`src/rtl/mips_pkg.sv`:
```
// mips_pkg: types and constants shared across the MIPS pipeline stages.
//   fetch_state_t : fetch stage FSM states (INIT, FETCH, HOLD)
//   PC_STEP       : program counter increment per instruction
//   NOP_INSTR     : instruction word written into IF/ID on a flush
//   if_id_t       : IF/ID pipeline register payload, shared with decode
package mips_pkg;

  typedef enum logic [1:0] {
    INIT  = 2'd0,
    FETCH = 2'd1,
    HOLD  = 2'd2
  } fetch_state_t;

  localparam logic [31:0] PC_STEP   = 32'd4;
  localparam logic [31:0] NOP_INSTR = 32'h0000_0000;

  typedef struct packed {
    logic        valid;
    logic [31:0] instr;
    logic [31:0] pc_plus4;
  } if_id_t;

endpackage

```
`src/rtl/fetch_stage_if_id_reg.sv`:
```
// if_id_reg: IF/ID pipeline register with load enable, bubble and flush.
// Ports:
//   clk, rst_n : rising-edge clock, asynchronous active-low reset
//   flush      : clear valid and replace the instruction with NOP_INSTR
//   load       : capture d
//   bubble     : clear valid only, payload kept
//   d          : next payload
//   q          : registered payload
// Priority: flush > load > bubble; with none asserted the register holds.
module if_id_reg
  import mips_pkg::*;
(
  input  logic   clk,
  input  logic   rst_n,
  input  logic   flush,
  input  logic   load,
  input  logic   bubble,
  input  if_id_t d,
  output if_id_t q
);

  always_ff @(posedge clk or negedge rst_n) begin
    if (!rst_n) begin
      q <= '{valid: 1'b0, instr: NOP_INSTR, pc_plus4: 32'd0};
    end else if (flush) begin
      q.valid <= 1'b0;
      q.instr <= NOP_INSTR;
    end else if (load) begin
      q <= d;
    end else if (bubble) begin
      q.valid <= 1'b0;
    end
  end

endmodule

```
`src/rtl/fetch_stage.sv`:
```
// fetch_stage: instruction-fetch stage of the five-stage MIPS pipeline.
// Owns the program counter, fetches over a request/acknowledge instruction
// memory port, feeds decode through IF/ID, absorbs stalls with a one-entry
// hold buffer and accepts branch/jump redirects from EX.
// Ports:
//   clk, rst_n        : rising-edge clock, asynchronous active-low reset
//   pc_init           : start address, sampled in INIT
//   imem_req/addr     : fetch request and address (addr == program_counter)
//   imem_ack/rdata    : instruction valid for the current address
//   stall             : decode cannot accept, IF/ID holds
//   redirect_valid/pc : taken branch/jump target from EX
//   program_counter   : address of the next fetch
//   if_id_valid/instr/pc_plus4 : IF/ID register contents
// Optional: define FETCH_PERF_CNT_EN to add perf_fetched and
// perf_stall_cycles counters.
module fetch_stage
  import mips_pkg::*;
(
  input  logic        clk,
  input  logic        rst_n,
  input  logic [31:0] pc_init,
  output logic        imem_req,
  output logic [31:0] imem_addr,
  input  logic        imem_ack,
  input  logic [31:0] imem_rdata,
  input  logic        stall,
  input  logic        redirect_valid,
  input  logic [31:0] redirect_pc,
  output logic [31:0] program_counter,
  output logic        if_id_valid,
  output logic [31:0] if_id_instr,
`ifdef FETCH_PERF_CNT_EN
  output logic [31:0] if_id_pc_plus4,
  output logic [31:0] perf_fetched,
  output logic [31:0] perf_stall_cycles
`else
  output logic [31:0] if_id_pc_plus4
`endif
);

  fetch_state_t state_q, state_d;
  logic [31:0]  pc_d;
  logic [31:0]  pc_plus4;
  logic [31:0]  hold_instr;
  logic [31:0]  hold_pc_plus4;
  logic         hold_load;
  logic         ifid_load;
  logic         ifid_flush;
  logic         ifid_bubble;
  logic         fetch_accept;
  if_id_t       ifid_d;
  if_id_t       ifid_q;

  assign pc_plus4 = program_counter + PC_STEP;

  always_ff @(posedge clk or negedge rst_n) begin
    if (!rst_n) state_q <= INIT;
    else        state_q <= state_d;
  end

  always_comb begin
    state_d      = state_q;
    imem_req     = 1'b0;
    pc_d         = program_counter;
    hold_load    = 1'b0;
    ifid_load    = 1'b0;
    ifid_flush   = 1'b0;
    ifid_bubble  = 1'b0;
    fetch_accept = 1'b0;
    ifid_d       = '{valid: 1'b1, instr: imem_rdata, pc_plus4: pc_plus4};

    case (state_q)
      INIT: begin
        pc_d    = pc_init;
        state_d = FETCH;
      end
      FETCH: begin
        imem_req = 1'b1;
        // A redirect wins over everything; an ack arriving with it is dropped.
        if (redirect_valid) begin
          pc_d       = redirect_pc;
          ifid_flush = 1'b1;
          state_d    = FETCH;
        end else if (imem_ack) begin
          fetch_accept = 1'b1;
          pc_d         = pc_plus4;
          if (stall) begin
            hold_load = 1'b1;
            state_d   = HOLD;
          end else begin
            ifid_load = 1'b1;
          end
        end else if (!stall) begin
          ifid_bubble = 1'b1;
        end
      end
      HOLD: begin
        if (redirect_valid) begin
          pc_d       = redirect_pc;
          ifid_flush = 1'b1;
          state_d    = FETCH;
        end else if (!stall) begin
          ifid_d    = '{valid: 1'b1, instr: hold_instr, pc_plus4: hold_pc_plus4};
          ifid_load = 1'b1;
          state_d   = FETCH;
        end
      end
      default: state_d = INIT;
    endcase
  end

  always_ff @(posedge clk or negedge rst_n) begin
    if (!rst_n) program_counter <= 32'd0;
    else        program_counter <= pc_d;
  end

  // The buffer is only read while in HOLD, so leaving HOLD discards it.
  always_ff @(posedge clk or negedge rst_n) begin
    if (!rst_n) begin
      hold_instr    <= NOP_INSTR;
      hold_pc_plus4 <= 32'd0;
    end else if (hold_load) begin
      hold_instr    <= imem_rdata;
      hold_pc_plus4 <= pc_plus4;
    end
  end

  if_id_reg u_if_id_reg (
    .clk    (clk),
    .rst_n  (rst_n),
    .flush  (ifid_flush),
    .load   (ifid_load),
    .bubble (ifid_bubble),
    .d      (ifid_d),
    .q      (ifid_q)
  );

  assign imem_addr      = program_counter;
  assign if_id_valid    = ifid_q.valid;
  assign if_id_instr    = ifid_q.instr;
  assign if_id_pc_plus4 = ifid_q.pc_plus4;

`ifdef FETCH_PERF_CNT_EN
  always_ff @(posedge clk or negedge rst_n) begin
    if (!rst_n) begin
      perf_fetched      <= 32'd0;
      perf_stall_cycles <= 32'd0;
    end else begin
      if (fetch_accept)               perf_fetched      <= perf_fetched + 32'd1;
      if (stall && state_q != INIT)   perf_stall_cycles <= perf_stall_cycles + 32'd1;
    end
  end
`else
  logic unused_accept;
  assign unused_accept = fetch_accept;
`endif

endmodule
```
`config.mk`:
```
export PLATFORM = sky130hd
export DESIGN_NAME = fetch_stage
export DESIGN_NICKNAME = d
export VERILOG_FILES = /design/src/rtl/mips_pkg.sv /design/src/rtl/fetch_stage_if_id_reg.sv /design/src/rtl/fetch_stage.sv
export SDC_FILE = /design/constraint.sdc
export NUM_CORES = 1
export LEC_CHECK = 0
export CAP_MARGIN = 20
export CORE_MARGIN = 3
export CORE_UTILIZATION = 44
export DETAILED_ROUTE_END_ITERATION = 16
export PLACE_DENSITY = 0.73
export SKIP_CTS_REPAIR_TIMING = 1
export SLEW_MARGIN = 10
export SYNTH_ARGS = -nofsm -noshare
export SYNTH_HDL_FRONTEND = slang
export SYNTH_SLANG_ARGS = --single-unit
```
`constraint.sdc`:
```
create_clock -name clk -period 2.2 [get_ports clk]
set_clock_uncertainty 0.15 [all_clocks]
set_input_delay 0.66 -clock clk [delete_from_list [all_inputs] [get_ports clk]]
set_output_delay 0.66 -clock clk [all_outputs]
set_load 0.02 [all_outputs]
```
==> images/density.png <==
Bar = 50 um. 14 x 14 tiles, from black (low) to pale yellow (high), 0 to 100% covered.
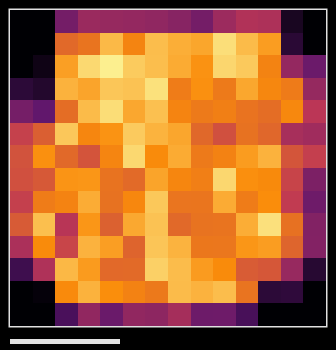
tiles over 75% full: 35%
mean over tiles: 60%
nearly empty tiles: 7.7%
fullest tile: 96%
Layout Utilization: 0.688
fp_density: 0.457

==> impl_metrics.yaml <==
# implementation run metrics
timing:
  min_period_ns: 2.19
  hold_violations: 4
  slew_violations: 0
  setup_slack_ns: 0.0142
  fmax_mhz: 457
  rsz0062_at_grt: "true"
  worstMarginPinSlew_ns: 0.536
  finalCritPeriodShare: 0.994
  fin_hold_ws_ns: -0.00371
  relSlewSlack: 0.640
power_and_ir_drop:
  p_clk_w: 0.00302
  power.switching_w: 0.00679
  seq_cell_power_w: 0.00532
  power_leader: "combinational logic"
  comb-power_w: 0.00846
  power.share.sequential: 0.317
  p_per_area_mw_per_mm2: 1340
  clockPowerShare: 0.180
  p_sw_frac: 0.404
  p_leak_nw: 7.14
  power_frac_comb: 0.503
  vdd_drop_max_mv: 0.727
synth:
  fp_nets: 981
  synth_stat.cells: 875
  synth-edff-count: 0
  synth.distinct_cells: 57
  async_flop_share: 1.00
  yosys.area.top_type: "dfrtp_1"
  top_cell_area_share: 0.489
  synth.most_common_cell: "dfrtp_1"
  syn_avg_cell_area_um2: 9.54
  yosys_warnings: 0
  syn_area_mm2: 0.00835
  ys_ff: 163
  synthTopCellsByArea: "dfrtp_1 (49%), o21ai_0 (6.7%), nand2_1 (5.6%)"
  ys_top_cells_by_count: "dfrtp_1 (163), nand2_1 (124), o21ai_0 (111)"
  syn_inst: 875
global_routing:
  antenna_found_initial: 2
  grt_use_total: 0.252
  grt_overflow: 0
  grt_pass1_vias: 7712
  gr-usage-met2: 0.407
  grt_pass1_wl_um: 40900
  grt_max_degree: 62
drt:
  drt_iter0_drc: 506
  antenna_left: 0
  via_count: 7694
  routed_wl_um: 26300
  wl_per_cell_um: 19.0
  drc: 0
  viasPerCell: 5.56
  route.met2.wl_um: 12900
  wl_met3_um: 1510
job:
  tool_warnings: 30
hold_path:
  min_path_type: "in2async"
clocking:
  clk_pin_slew_worst_paths_ns: 0.07
  clockBufferDepth: 2
  cts_tree: "done"
  h-tree-depth: 4
  cts_sinks: 163
  root_buffer: "clkbuf_16"
  clk_latency_ns: 0.42
setup_path:
  critPathCaptureType: "flip-flop"
  crit_arrival_ns: 2.33
  crit_family: "AND-OR/OR-AND gates"
  path_max_fanout: 11
  reg2reg_depth: 8
  crit_start: "state_q[0]$_DFFE_PN0P_"
  cpMostUsedCell: "buf_4"
  cpMaxStageDelayCell: "dfrtp_1"
  worstSetupPathType: "reg2reg"
  crit_chain: "ha_1 > buf_4 > nor2b_1 > o21bai_1 > nand2b_1 > buf_4 > a311oi_1 > o22ai_1"
  startpoint_type: "flip-flop"
  cpPeakStageDelay_ns: 0.41
  rr_startpoint: "state_q[0]$_DFFE_PN0P_"
  critical_path.endpoint: "imem_addr[22]$_DFFE_PN0P_"
  crit_buf_inv: 2
  required_ns: 2.35
place:
  dp_cells: 1350
  hpwl_um: 19500
  place_congestion: 0.900
  placed_area_mm2: 0.0115
  place.port_buffers: 230
  place_ws_ns: -0.323
run_status:
  outcome: "complete, but fails checks"
  violations: "negative hold slack"
layout:
  fin_cells: 1384
  n_clock_buffer: 19
  regMostFlops: "u_if_id_reg.q"
  combGateArea_mm2: 0.00384
  diodes: 2
  n_fill_cell: 1399
  layout_top_cell: "dfrtp_1"
  lay_top_cells: "dfrtp_1 (157), dlymetal6s2s_1 (131), nand2_1 (123), o21ai_0 (109), clkdlybuf4s50_1 (98)"
  n_all_inverters: 14
  seq_cells: 163
  layout-drive-gt1-share: 0.189
  fin_nets: 1246
  bufAreaShareNonClock: 0.295
  final_area_mm2: 0.0126
  largest_register_ffs: 65
  area_growth_pct: 50.7
  comb_area_frac: 0.305
  buffers_excl_clock: 340
  largestClassByArea: "flip-flops and latches"
floorplan:
  die_w_um: 144
  tap_cells: 229
  rows: 49
  fp.coreArea_mm2: 0.0183
  die_area_mm2: 0.0207
==> images/final_congestion.png <==
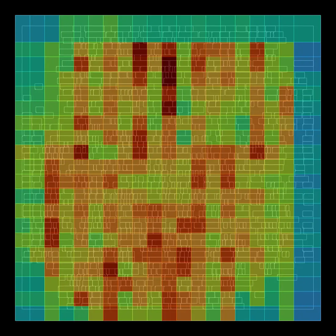
met3 usage: 0.0429
GRT Max-Usage Layer: met2
met1 usage: 0.343

[stage by stage]
step           TNS [ns]  total power (W)  utilization
6_report              0           0.0168        0.688
5_1_grt          -0.211           0.0177        0.688
4_1_cts          -12.29           0.0169        0.664
3_5_place_dp     -31.27           0.0138        0.632
3_3_place_gp     -24.61           0.0136        0.632
2_1_floorplan         0          0.00980            -
[kinds of logic (layout without fill, tap and decap cells)]
group	count (synthesis)	count (layout)	share of synthesized area
AND/OR/NAND/NOR	277	277	0.154
AND-OR/OR-AND	224	224	0.164
flip-flops	163	163	0.489
buffers and inverters	108	386	0.0658
multiplexers	75	75	0.0958
XOR/XNOR	23	23	0.0241
adder cells (fa/ha/maj)	5	5	0.00750
other	0	2	0
Power is estimated from default activity; no workload was simulated.
